==> src/rtl/sub_share_pkg.sv <==
// sub_share_pkg: shared constants, response struct and subtract helper for sub_share_arb
//   OPW       operand width
//   sub_res_t {diff, overflow, borrow} produced by sub_calc
//   sub_rsp_t response slot contents; id sized for the largest legal N_REQ (8)
package sub_share_pkg;
   localparam int OPW = 8;
   localparam int MAX_ID_W = 3;
   typedef struct packed {
      logic [OPW-1:0] diff;
      logic           overflow;
      logic           borrow;
   } sub_res_t;
   typedef struct packed {
      logic [MAX_ID_W-1:0] id;
      logic [OPW-1:0]      diff;
      logic                overflow;
      logic                borrow;
   } sub_rsp_t;
   function automatic sub_res_t sub_calc(input logic [OPW-1:0] a, input logic [OPW-1:0] b);
      sub_res_t r;
      r.diff     = a + ~b + 8'd1;
      r.borrow   = a < b;
      r.overflow = (a[OPW-1] ^ b[OPW-1]) & (r.diff[OPW-1] ^ a[OPW-1]);
      return r;
   endfunction
endpackage

==> src/rtl/sub_share_arb_rr_arbiter.sv <==
// rr_arbiter: round-robin grant starting at ptr; ptr moves past the winner on each grant
//   clk, rst_n  clock, async active-low reset (ptr returns to 0)
//   en          grant allowed this cycle
//   req         request vector
//   grant       one-hot or zero grant (every grant is an accepted transfer)
//   gidx        index of the granted requester (0 when none)
module rr_arbiter #(
   parameter int N  = 4,
   parameter int IW = $clog2(N)
) (
   input  logic          clk,
   input  logic          rst_n,
   input  logic          en,
   input  logic [N-1:0]  req,
   output logic [N-1:0]  grant,
   output logic [IW-1:0] gidx
);
   logic [IW-1:0] ptr;
   logic [IW-1:0] k;
   logic          found;
   always_comb begin
      grant = '0;
      gidx  = '0;
      found = 1'b0;
      k     = '0;
      for (int i = 0; i < N; i++) begin
         k = IW'((int'(ptr) + i) % N);
         if (en && !found && req[k]) begin
            found    = 1'b1;
            grant[k] = 1'b1;
            gidx     = k;
         end
      end
   end
   always_ff @(posedge clk or negedge rst_n) begin
      if (!rst_n) ptr <= '0;
      else if (found) ptr <= (gidx == IW'(N - 1)) ? '0 : gidx + 1'b1;
   end
endmodule

==> src/rtl/sub_share_arb.sv <==
// sub_share_arb: round-robin sharing of one 8-bit subtract/overflow unit among N_REQ requesters
//   req_valid/req_ready/req_a/req_b  per-requester operand handshake (8 bits per lane)
//   rsp_valid/rsp_ready              single registered response slot
//   rsp_id/rsp_diff/rsp_overflow/rsp_borrow  result fields
//   ovf_count/ovf_clear              saturating count of consumed overflow results
module sub_share_arb
   import sub_share_pkg::*;
#(
   parameter int N_REQ = 4,
   parameter int ID_W  = $clog2(N_REQ),
   parameter int CNT_W = 8
) (
   input  logic               clk,
   input  logic               rst_n,
   input  logic [N_REQ-1:0]   req_valid,
   output logic [N_REQ-1:0]   req_ready,
   input  logic [8*N_REQ-1:0] req_a,
   input  logic [8*N_REQ-1:0] req_b,
   output logic               rsp_valid,
   input  logic               rsp_ready,
   output logic [ID_W-1:0]    rsp_id,
   output logic [7:0]         rsp_diff,
   output logic               rsp_overflow,
   output logic               rsp_borrow,
   output logic [CNT_W-1:0]   ovf_count,
   input  logic               ovf_clear
);
   logic [ID_W-1:0] gidx;
   logic [OPW-1:0]  ga, gb;
   logic            xfer;
   sub_res_t        res;
   sub_rsp_t        slot;
   // rst_n gating keeps req_ready low for the whole reset assertion
   rr_arbiter #(.N(N_REQ), .IW(ID_W)) u_arb (
      .clk  (clk),
      .rst_n(rst_n),
      .en   (rst_n && (!rsp_valid || rsp_ready)),
      .req  (req_valid),
      .grant(req_ready),
      .gidx (gidx)
   );
   assign xfer = |req_ready;
   assign ga   = req_a[OPW*int'(gidx) +: OPW];
   assign gb   = req_b[OPW*int'(gidx) +: OPW];
   assign res  = sub_calc(ga, gb);
   always_ff @(posedge clk or negedge rst_n) begin
      if (!rst_n) begin
         rsp_valid <= 1'b0;
         slot      <= '0;
         ovf_count <= '0;
      end else begin
         if (xfer) begin
            rsp_valid     <= 1'b1;
            slot.id       <= MAX_ID_W'(gidx);
            slot.diff     <= res.diff;
            slot.overflow <= res.overflow;
            slot.borrow   <= res.borrow;
         end else if (rsp_ready) rsp_valid <= 1'b0;
         if (ovf_clear) ovf_count <= '0;
         else if (rsp_valid && rsp_ready && slot.overflow && ovf_count != '1) ovf_count <= ovf_count + 1'b1;
      end
   end
   assign rsp_id       = slot.id[ID_W-1:0];
   assign rsp_diff     = slot.diff;
   assign rsp_overflow = slot.overflow;
   assign rsp_borrow   = slot.borrow;
endmodule
==> config.mk <==
export PLATFORM = sky130hd
export DESIGN_NAME = sub_share_arb
export DESIGN_NICKNAME = d
export VERILOG_FILES = /design/src/rtl/sub_share_pkg.sv /design/src/rtl/sub_share_arb_rr_arbiter.sv /design/src/rtl/sub_share_arb.sv
export SDC_FILE = /design/constraint.sdc
export NUM_CORES = 1
export LEC_CHECK = 0
export ABC_CLOCK_PERIOD_IN_PS = 4300
export CAP_MARGIN = 20
export CORE_UTILIZATION = 39
export DETAILED_ROUTE_END_ITERATION = 8
export PLACE_DENSITY = 0.76
export SLEW_MARGIN = 20
export SYNTH_ARGS = -nofsm -noshare
export SYNTH_HDL_FRONTEND = slang
export SYNTH_SLANG_ARGS = --single-unit
==> constraint.sdc <==
create_clock -name clk -period 4.3 [get_ports clk]
set_input_delay 0.645 -clock clk [delete_from_list [all_inputs] [get_ports clk]]
set_output_delay 0.645 -clock clk [all_outputs]
set_load 0.05 [all_outputs]
==> Flow_metrics.wiki <==
== Flow metrics ==
{| class="wikitable"
! Metric !! Value
|-
| Share of cell area taken by multi-input logic gates || 0.433
|-
| Min-delay src || rsp_borrow$_DFFE_PN0P_
|-
| Cell Chain, Critical Path || clkdlybuf4s50_1 > nand2b_4 > nand2_1 > or4_4 > o21ai_4 > and2_4 > buf_12 > mux2i_1 > mux2i_1 > buf_4 > fa_1 > nor2b_2 > o21ai_2 > a21boi_2 > o21a_1 > nor2_1 > o21bai_1 > a211oi_2 > a21o_1
|-
| Mux area share || 0.140
|-
| Routed vias || 2446
|-
| Number of hold-repair buffers added at the cts stage || 0
|-
| Top_reg_cell synth || sky130_fd_sc_hd__dfrtp_1
|-
| Buffers excl. clock || 142
|-
| Placed cells || 468
|-
| CTS buffer count || 3
|-
| CP max-delay cell || sky130_fd_sc_hd__or4_4
|-
| Outcome || completed
|-
| Antenna-violating nets left || 0
|-
| Net count after synthesis || 358
|-
| Count of pins over their slew limit || 0
|-
| Fraction of area in registers || 0.153
|-
| Combinational gate area || 0.00163 mm²
|-
| GR met3 Demand/Resource || 0.0337
|-
| Summed standard-cell area reported by yosys || 0.00226 mm²
|-
| Number of filler instances in the final layout || 479
|-
| EDFF count, synth || 0
|-
| Largest fanout of any net on the critical path || 16
|-
| Finished layout cell area || 0.00377 mm²
|-
| AND-OR/OR-AND share of the synthesized area || 0.186
|-
| Crit path buf inv count || 3
|-
| Worst Setup Start Kind || input pin
|-
| Number of synthesized register bits || 23
|-
| Tap cell count || 72
|-
| Most common cell on crit path || sky130_fd_sc_hd__mux2i_1
|-
| Wire length on met1 || ~2.8 mm
|-
| Final Instance Count excl. Fillers || 475
|}
sequential cells by signal (all words and copies together), names as in the netlist:
name / flops
ovf_count: 8
rsp_borrow: 1
rsp_diff: 8
rsp_id: 2
rsp_overflow: 1
rsp_valid: 1
u_arb.ptr: 2
power by group through the flow:
stage | clock network, W | logic, W | registers [W]
global route | 0.000146 | 0.00288 | 0.000357
CTS | 0.000135 | 0.00250 | 0.000346
global placement | 0 | 0.00242 | 0.000347
finish | 0.000131 | 0.00262 | 0.000349
detailed placement | 0 | 0.00247 | 0.000350
floorplan | 0 | 0.00144 | 0.000554
timing repair:
action	CTS	global route
gates resized	3	25
setup buffers	0	3
endpoints found under the setup margin	4	5
endpoints found under the hold margin	0	0
pin swaps	0	4
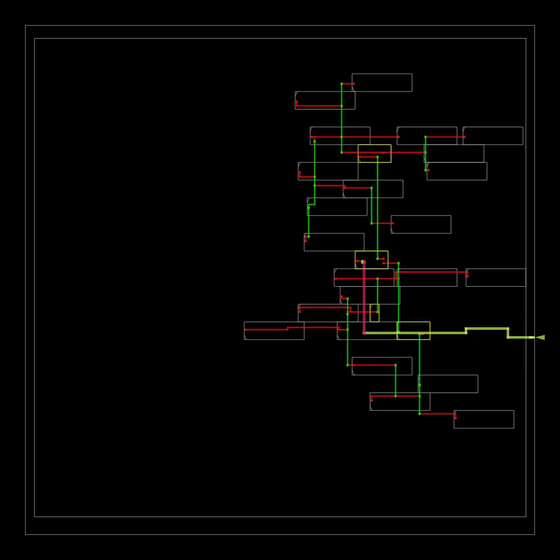
(images/clock_nets.png)
Max Clock Skew: 0.00492 ns
clock net sink count: 23
clock buffer instance count of the final layout: 4
clock insertion delay at the later pin of the skew report: 0.26 ns
num sequential: 23

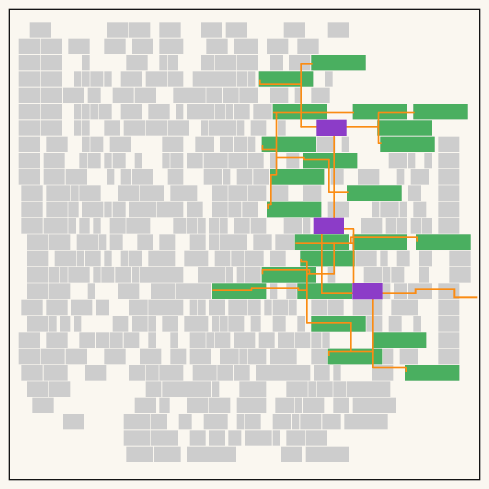
(images/clock_wires.png)
(6 px per µm)
[green] flip-flops | count: 23
[orange] clock wires | length: 276 µm
[purple] clock-net drivers | count: 3
routed clock nets	4
clock power share: 0.042
clk pwr: 0.000131 W

Power is estimated from default activity; no workload was simulated.
